### Wire density map, run 1

Drawn at 4 px/um. 15 x 15 tiles, from dark purple (low) to yellow (high), scaled to the fullest tile. Values are wire area over tile area, all layers added.
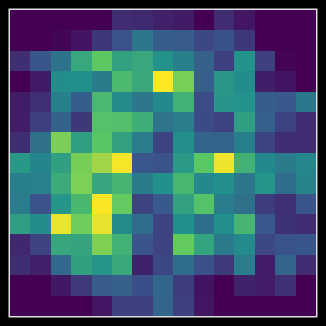
### Power grid, run 1

Drawn at 6 px/um. Pins as bars on the die edge.
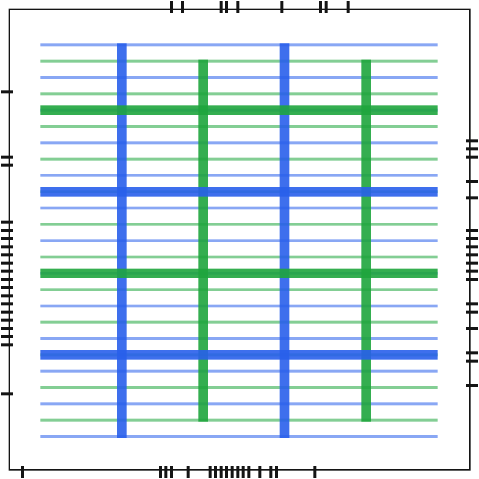
### Cell outlines without signal wires, run 1

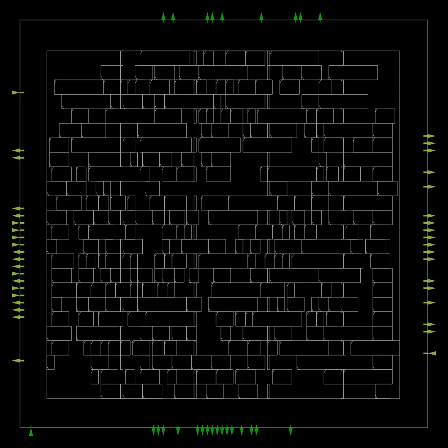
## src/rtl/mips_mc_ctrl.sv

```systemverilog
// rtl/mips_mc_ctrl.sv - multicycle MIPS32 main controller FSM with memory wait states and retire counter
// Optional macro MC_CTRL_JUMP_EN builds the JUMP state; without it j decodes as illegal.
module mips_mc_ctrl #(
  parameter int CNT_W = 32
) (
  input  logic             clk,
  input  logic             rst_n,
  input  logic [5:0]       Opcode,
  input  logic             Zero,
  input  logic             mem_ready,
  output logic             PCWrite,
  output logic             PCWriteCond,
  output logic             IorD,
  output logic             MemRead,
  output logic             MemWrite,
  output logic             IRWrite,
  output logic             MemtoReg,
  output logic             RegWrite,
  output logic             RegDst,
  output logic             AluSrcA,
  output logic [1:0]       AluSrcB,
  output logic [1:0]       PCSource,
  output logic [2:0]       AluOp,
  output logic [3:0]       state,
  output logic             illegal,
  output logic [CNT_W-1:0] retired
);

  typedef enum logic [3:0] {
    S_FETCH    = 4'd0,
    S_DECODE   = 4'd1,
    S_MEM_ADDR = 4'd2,
    S_MEM_RD   = 4'd3,
    S_MEM_WB   = 4'd4,
    S_MEM_WR   = 4'd5,
    S_R_EX     = 4'd6,
    S_R_WB     = 4'd7,
    S_BRANCH   = 4'd8,
    S_JUMP     = 4'd9,
    S_I_EX     = 4'd10,
    S_I_WB     = 4'd11,
    S_ILLEGAL  = 4'd12
  } state_t;

  localparam logic [5:0] OP_R    = 6'b000000;
  localparam logic [5:0] OP_LW   = 6'b100011;
  localparam logic [5:0] OP_SW   = 6'b101011;
  localparam logic [5:0] OP_BEQ  = 6'b000100;
  localparam logic [5:0] OP_ADDI = 6'b001000;
  localparam logic [5:0] OP_ANDI = 6'b001100;
  localparam logic [5:0] OP_ORI  = 6'b001101;
  localparam logic [5:0] OP_J    = 6'b000010;

  localparam logic [CNT_W-1:0] CNT_ONE = {{(CNT_W-1){1'b0}}, 1'b1};

  state_t           state_q, state_d;
  logic [CNT_W-1:0] retired_q, retired_d;
  logic             retire;

  // Branch resolution happens in the datapath; the controller never looks at Zero.
  logic unused_zero;
  assign unused_zero = Zero;

  always_ff @(posedge clk or negedge rst_n) begin
    if (!rst_n) begin
      state_q   <= S_FETCH;
      retired_q <= '0;
    end else begin
      state_q   <= state_d;
      retired_q <= retired_d;
    end
  end

  always_comb begin
    state_d     = state_q;
    retire      = 1'b0;
    PCWrite     = 1'b0;
    PCWriteCond = 1'b0;
    IorD        = 1'b0;
    MemRead     = 1'b0;
    MemWrite    = 1'b0;
    IRWrite     = 1'b0;
    MemtoReg    = 1'b0;
    RegWrite    = 1'b0;
    RegDst      = 1'b0;
    AluSrcA     = 1'b0;
    AluSrcB     = 2'b00;
    PCSource    = 2'b00;
    AluOp       = 3'b000;
    illegal     = 1'b0;
    case (state_q)
      S_FETCH: begin
        MemRead = 1'b1;
        AluSrcB = 2'b01;
        if (mem_ready) begin
          IRWrite = 1'b1;
          PCWrite = 1'b1;
          state_d = S_DECODE;
        end
      end
      S_DECODE: begin
        AluSrcB = 2'b11;
        case (Opcode)
          OP_LW, OP_SW:              state_d = S_MEM_ADDR;
          OP_R:                      state_d = S_R_EX;
          OP_BEQ:                    state_d = S_BRANCH;
          OP_ADDI, OP_ANDI, OP_ORI:  state_d = S_I_EX;
`ifdef MC_CTRL_JUMP_EN
          OP_J:                      state_d = S_JUMP;
`else
          OP_J:                      state_d = S_ILLEGAL;
`endif
          default:                   state_d = S_ILLEGAL;
        endcase
      end
      S_MEM_ADDR: begin
        AluSrcA = 1'b1;
        AluSrcB = 2'b10;
        state_d = (Opcode == OP_SW) ? S_MEM_WR : S_MEM_RD;
      end
      S_MEM_RD: begin
        MemRead = 1'b1;
        IorD    = 1'b1;
        if (mem_ready) state_d = S_MEM_WB;
      end
      S_MEM_WB: begin
        RegWrite = 1'b1;
        MemtoReg = 1'b1;
        retire   = 1'b1;
        state_d  = S_FETCH;
      end
      S_MEM_WR: begin
        MemWrite = 1'b1;
        IorD     = 1'b1;
        if (mem_ready) begin
          retire  = 1'b1;
          state_d = S_FETCH;
        end
      end
      S_R_EX: begin
        AluSrcA = 1'b1;
        AluOp   = 3'b010;
        state_d = S_R_WB;
      end
      S_R_WB: begin
        RegWrite = 1'b1;
        RegDst   = 1'b1;
        retire   = 1'b1;
        state_d  = S_FETCH;
      end
      S_I_EX: begin
        AluSrcA = 1'b1;
        AluSrcB = 2'b10;
        case (Opcode)
          OP_ANDI: AluOp = 3'b011;
          OP_ORI:  AluOp = 3'b100;
          default: AluOp = 3'b000;
        endcase
        state_d = S_I_WB;
      end
      S_I_WB: begin
        RegWrite = 1'b1;
        retire   = 1'b1;
        state_d  = S_FETCH;
      end
      S_BRANCH: begin
        AluSrcA     = 1'b1;
        AluOp       = 3'b001;
        PCWriteCond = 1'b1;
        PCSource    = 2'b01;
        retire      = 1'b1;
        state_d     = S_FETCH;
      end
`ifdef MC_CTRL_JUMP_EN
      S_JUMP: begin
        PCWrite  = 1'b1;
        PCSource = 2'b10;
        retire   = 1'b1;
        state_d  = S_FETCH;
      end
`endif
      S_ILLEGAL: begin
        illegal = 1'b1;
        state_d = S_FETCH;
      end
      default: state_d = S_FETCH;
    endcase
    retired_d = retire ? retired_q + CNT_ONE : retired_q;
  end

  assign state   = state_q;
  assign retired = retired_q;

endmodule

```

## config.mk

```make
export PLATFORM = sky130hd
export DESIGN_NAME = mips_mc_ctrl
export DESIGN_NICKNAME = d
export VERILOG_FILES = /design/src/rtl/mips_mc_ctrl.sv
export SDC_FILE = /design/constraint.sdc
export NUM_CORES = 1
export LEC_CHECK = 0
export CAP_MARGIN = 20
export CORE_MARGIN = 5
export CORE_UTILIZATION = 46
export DETAILED_ROUTE_END_ITERATION = 10
export GPL_TIMING_DRIVEN = 1
export PLACE_DENSITY = 0.76
export SYNTH_ARGS = -nofsm -noshare
export SYNTH_HDL_FRONTEND = slang
export SYNTH_SLANG_ARGS = --single-unit
export TNS_END_PERCENT = 10
```

## constraint.sdc

```tcl
create_clock -name clk -period 2.3 [get_ports clk]
set_input_delay 0.46 -clock clk [delete_from_list [all_inputs] [get_ports clk]]
set_output_delay 0.46 -clock clk [all_outputs]
set_load 0.01 [all_outputs]
```

==> results.txt, run 1 <==
run results: first-pass GRT wire length between 8000 and 9000 um, RSZ-0062 raised after global routing false, Final Max Tran Viols 0, total setup buffers inserted after CTS 0, vias in the first global route 1827, CP Data Required Time 1840 ps, met1 wire length 2170 um, status completed, top cell category combinational gates, DR WL/cell 14.6 um, ys async rst share 1.00, sequential share of the synthesized area 0.443, Post-synth EDFFs 0, slowest stage cell, crit path clkdlybuf4s50_1, dpl ws -445 ps, Final non-clock buffer share 0.257, Adder Share, Synth 0.00615, Reg area about 900 um^2, Worst Path Arrival approximately 1700 ps, Hold Vio Cnt, Final 0, sequential share of power 0.339, # Max-Cap Violations 0, Worst Hold Class register to register, clk sinks 36, Synth logic family simple AND/OR/NAND/NOR gates, CP endpoint kind output port, total number of vias ~1800, pwr dens 877 nW/um^2, Min Hold Slack 469 ps, Top Layout Cells clkdlybuf4s50_1, dfrtp_1, nand2_1, nor2_1, xnor2_1, largest net degree at the start of global routing 37, clock skew 8.22 ps, Yosys cell types between 40 and 50, Post-Synthesis Cells 214, Worst Hold Path EP retired[31], fin crit share 0.949, met3 Usage GRT 0.0461, VDD IR max 0.568 mV, layer with the highest usage met2, IO Count roughly 64
About 'Wire density map':
fullest tile: 0.40
nearly empty tiles: 14%
mean over tiles: 0.14
tiles over half the peak: 26%
total track usage: 0.173
final wirelength: 4960 um

About 'Power grid':
[blue] VSS
[green] VDD
met1 rails: 25
met5 straps: 4
met4 straps: 4
rows: 24
signal pins: 64
Die W: 76.5 um
chip height: 76.5 um

About 'Cell outlines without signal wires':
tapcells inserted: 52
fill cell count: 388
flop share of the area: 0.312
Rows: 24
Flops: 36

==> run 1: power by group through the flow <==
stage	Clock (uW)	Sequential, uW	Combinational (uW)
CTS	425	858	1280
detailed placement	0	864	1290
finish	412	862	1270
global route	457	877	1380
floorplan	0	872	668
global placement	0	861	1280
==> run 1: worst max-delay path by stage <==
stage | startpoint | slack, ps | depth (start not counted) | end
after detailed placement | Opcode[0] | -440 | 5 | AluOp[0]
after CTS | state[2] | -20 | 4 | illegal
after global placement | Opcode[1] | -340 | 5 | AluOp[0]
after global routing | state[2] | 20 | 4 | PCWriteCond
after floorplan | state[3] | 460 | 4 | PCSource[0]
final | state[2] | 120 | 4 | PCWriteCond
==> run 1: state kept, by name, summed over array words and instances (netlist names) <==
register / cells
retired: 32
state: 4
### Zoomed window, run 1

Region (13, 27) to (63, 77) um. Cells in grey, sequential cells in the stronger grey; small squares are vias.
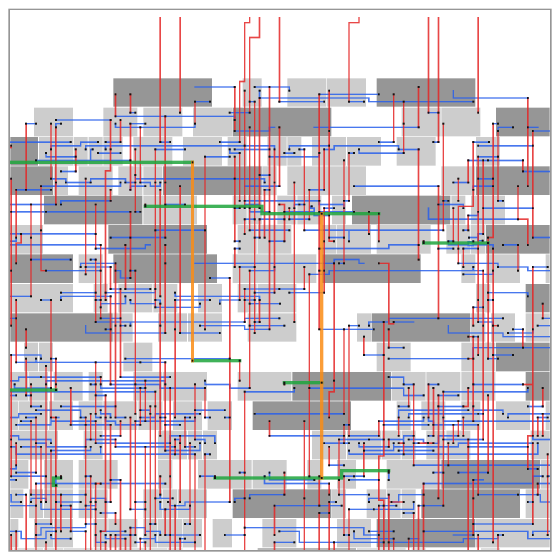

==> run 1 -> run 2 <==
--- a/config.mk
+++ b/config.mk
@@ -8,9 +8,11 @@
 export CAP_MARGIN = 20
 export CORE_MARGIN = 5
 export CORE_UTILIZATION = 46
+export CTS_BUF_LIST = sky130_fd_sc_hd__clkbuf_16
 export DETAILED_ROUTE_END_ITERATION = 10
 export GPL_TIMING_DRIVEN = 1
 export PLACE_DENSITY = 0.76
+export SKIP_LAST_GASP = 1
 export SYNTH_ARGS = -nofsm -noshare
 export SYNTH_HDL_FRONTEND = slang
 export SYNTH_SLANG_ARGS = --single-unit
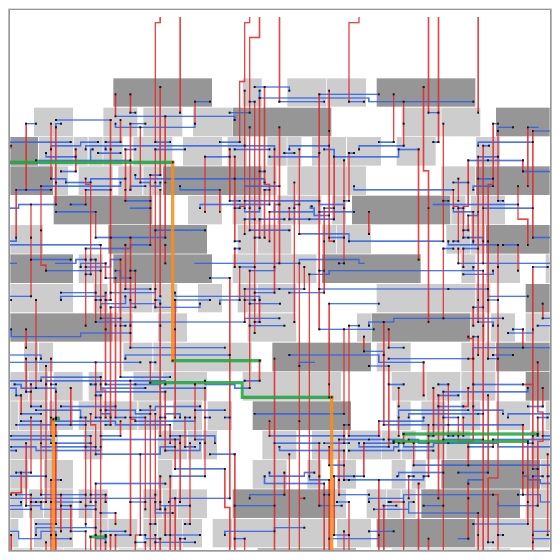
*Zoomed window, run 2*
Region (13, 27) to (63, 77) um. Cells in grey, sequential cells in the stronger grey; small squares are vias.
[orange] M4
[green] M3
[blue] M1
[red] M2
sequential cells in the window: 22
most frequent: dfrtp_1 (21), nand2_1 (18), nor2_1 (13)
cells with their middle in the window: 158
netlist names of flops here include: retired (20), state (2)

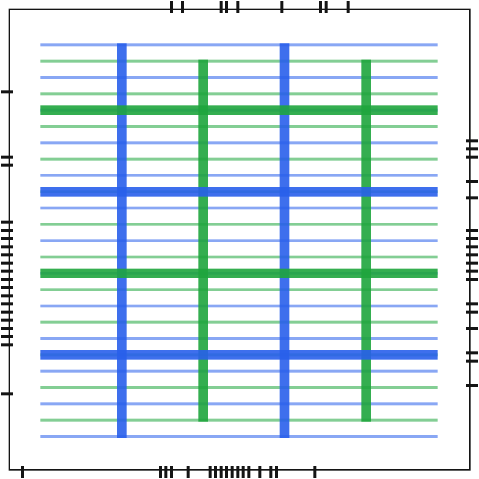
*Power grid, run 2*
Drawn at 6 px/um. Pins as bars on the die edge.
[blue] VSS
[green] VDD
signal pins: 64
rows: 24
met5 straps: 4
met4 straps: 4
VDD IR max: 0.703 mV
core box area: 4320 um^2

==> run 2 against run 1 <==
Effect of this change:
- global-route usage rose by 0.24 points
- synthesized cell count did not move
- worst hold slack got worse by 2.7 ps
- critical endpoint is now AluOp[1]
- the run now ends with setup timing left
- first-iteration DRC count rose by 8.3%
- core utilization rose by 1.2 points
- die area did not move
- cell count did not move
- critical path type is now primary input to output port
- clock-buffer cell count fell by 1
- sequential cell count did not move
- critical path depth rose by 2
- largest cell class unchanged
==> results.txt, run 2 <==
run results: status finished with violations, violated checks setup timing, final wirelength 5010 um (+0.89%), clk sinks 36 (unchanged), pwr dens 945 nW/um^2 (+7.7%), fin crit share 1.01 (+0.0615), Worst Setup SP Opcode[1], Yosys cell types 47 (unchanged), CP Data Required Time 1840 ps (about the same), # Max-Cap Violations 0 (unchanged), Post-synth EDFFs 0 (unchanged), Rows 24 (unchanged), total setup buffers inserted after CTS 0 (unchanged), P_seq 860 uW (about the same), sequential share of the synthesized area 0.443 (unchanged), Worst Path Arrival 1860 ps (+140 ps), slowest stage cell, crit path clkdlybuf4s50_1, sequential share of power 0.309 (-0.030), # setup viols final 2, largest net degree at the start of global routing 37 (unchanged), Hold Vio Cnt, Final 0 (unchanged), chip height 76.5 um (unchanged), DR WL/cell 14.7 um (+0.89%), final setup margin -23.7 ps, IO Count 64 (unchanged), Final Max Tran Viols 0 (unchanged), Die W 76.5 um (unchanged), max reg flops 32 (unchanged), vias in the first global route 1843 (+0.88%), first-pass GRT wire length 8620 um (+0.97%)
-- run 2: cell counts after synthesis --
No cell type changed its count.
-- run 2: cell type report --
cell class | instances | share of cell area
multi-input combinational | 162 | 0.367
sequential | 36 | 0.306
timing repair buffer | 78 | 0.252
clock buffer | 5 | 0.0424
tap | 52 | 0.0221
inverter | 6 | 0.00764
clock inverter | 2 | 0.00297
-- run 2: metal layers --
layer	vias to the layer above	wire (um)	track usage
met5	-	0	0
met3	6	308	0.0449
met2	50	2530	0.303
met4	0	53	0.0542
met1	871	2120	0.213
li1	895	-	-
-- run 2: worst reg2reg max path, stage by stage (launching register included) --
cell and delay (ps):
dfrtp_1 430, buf_4 190, nor3b_1 150, or3_1 320, and4bb_1 340, buf_12 150, nand4_1 120, xnor2_1 150
No activity file was given, so power comes from the tool's default toggle rates.
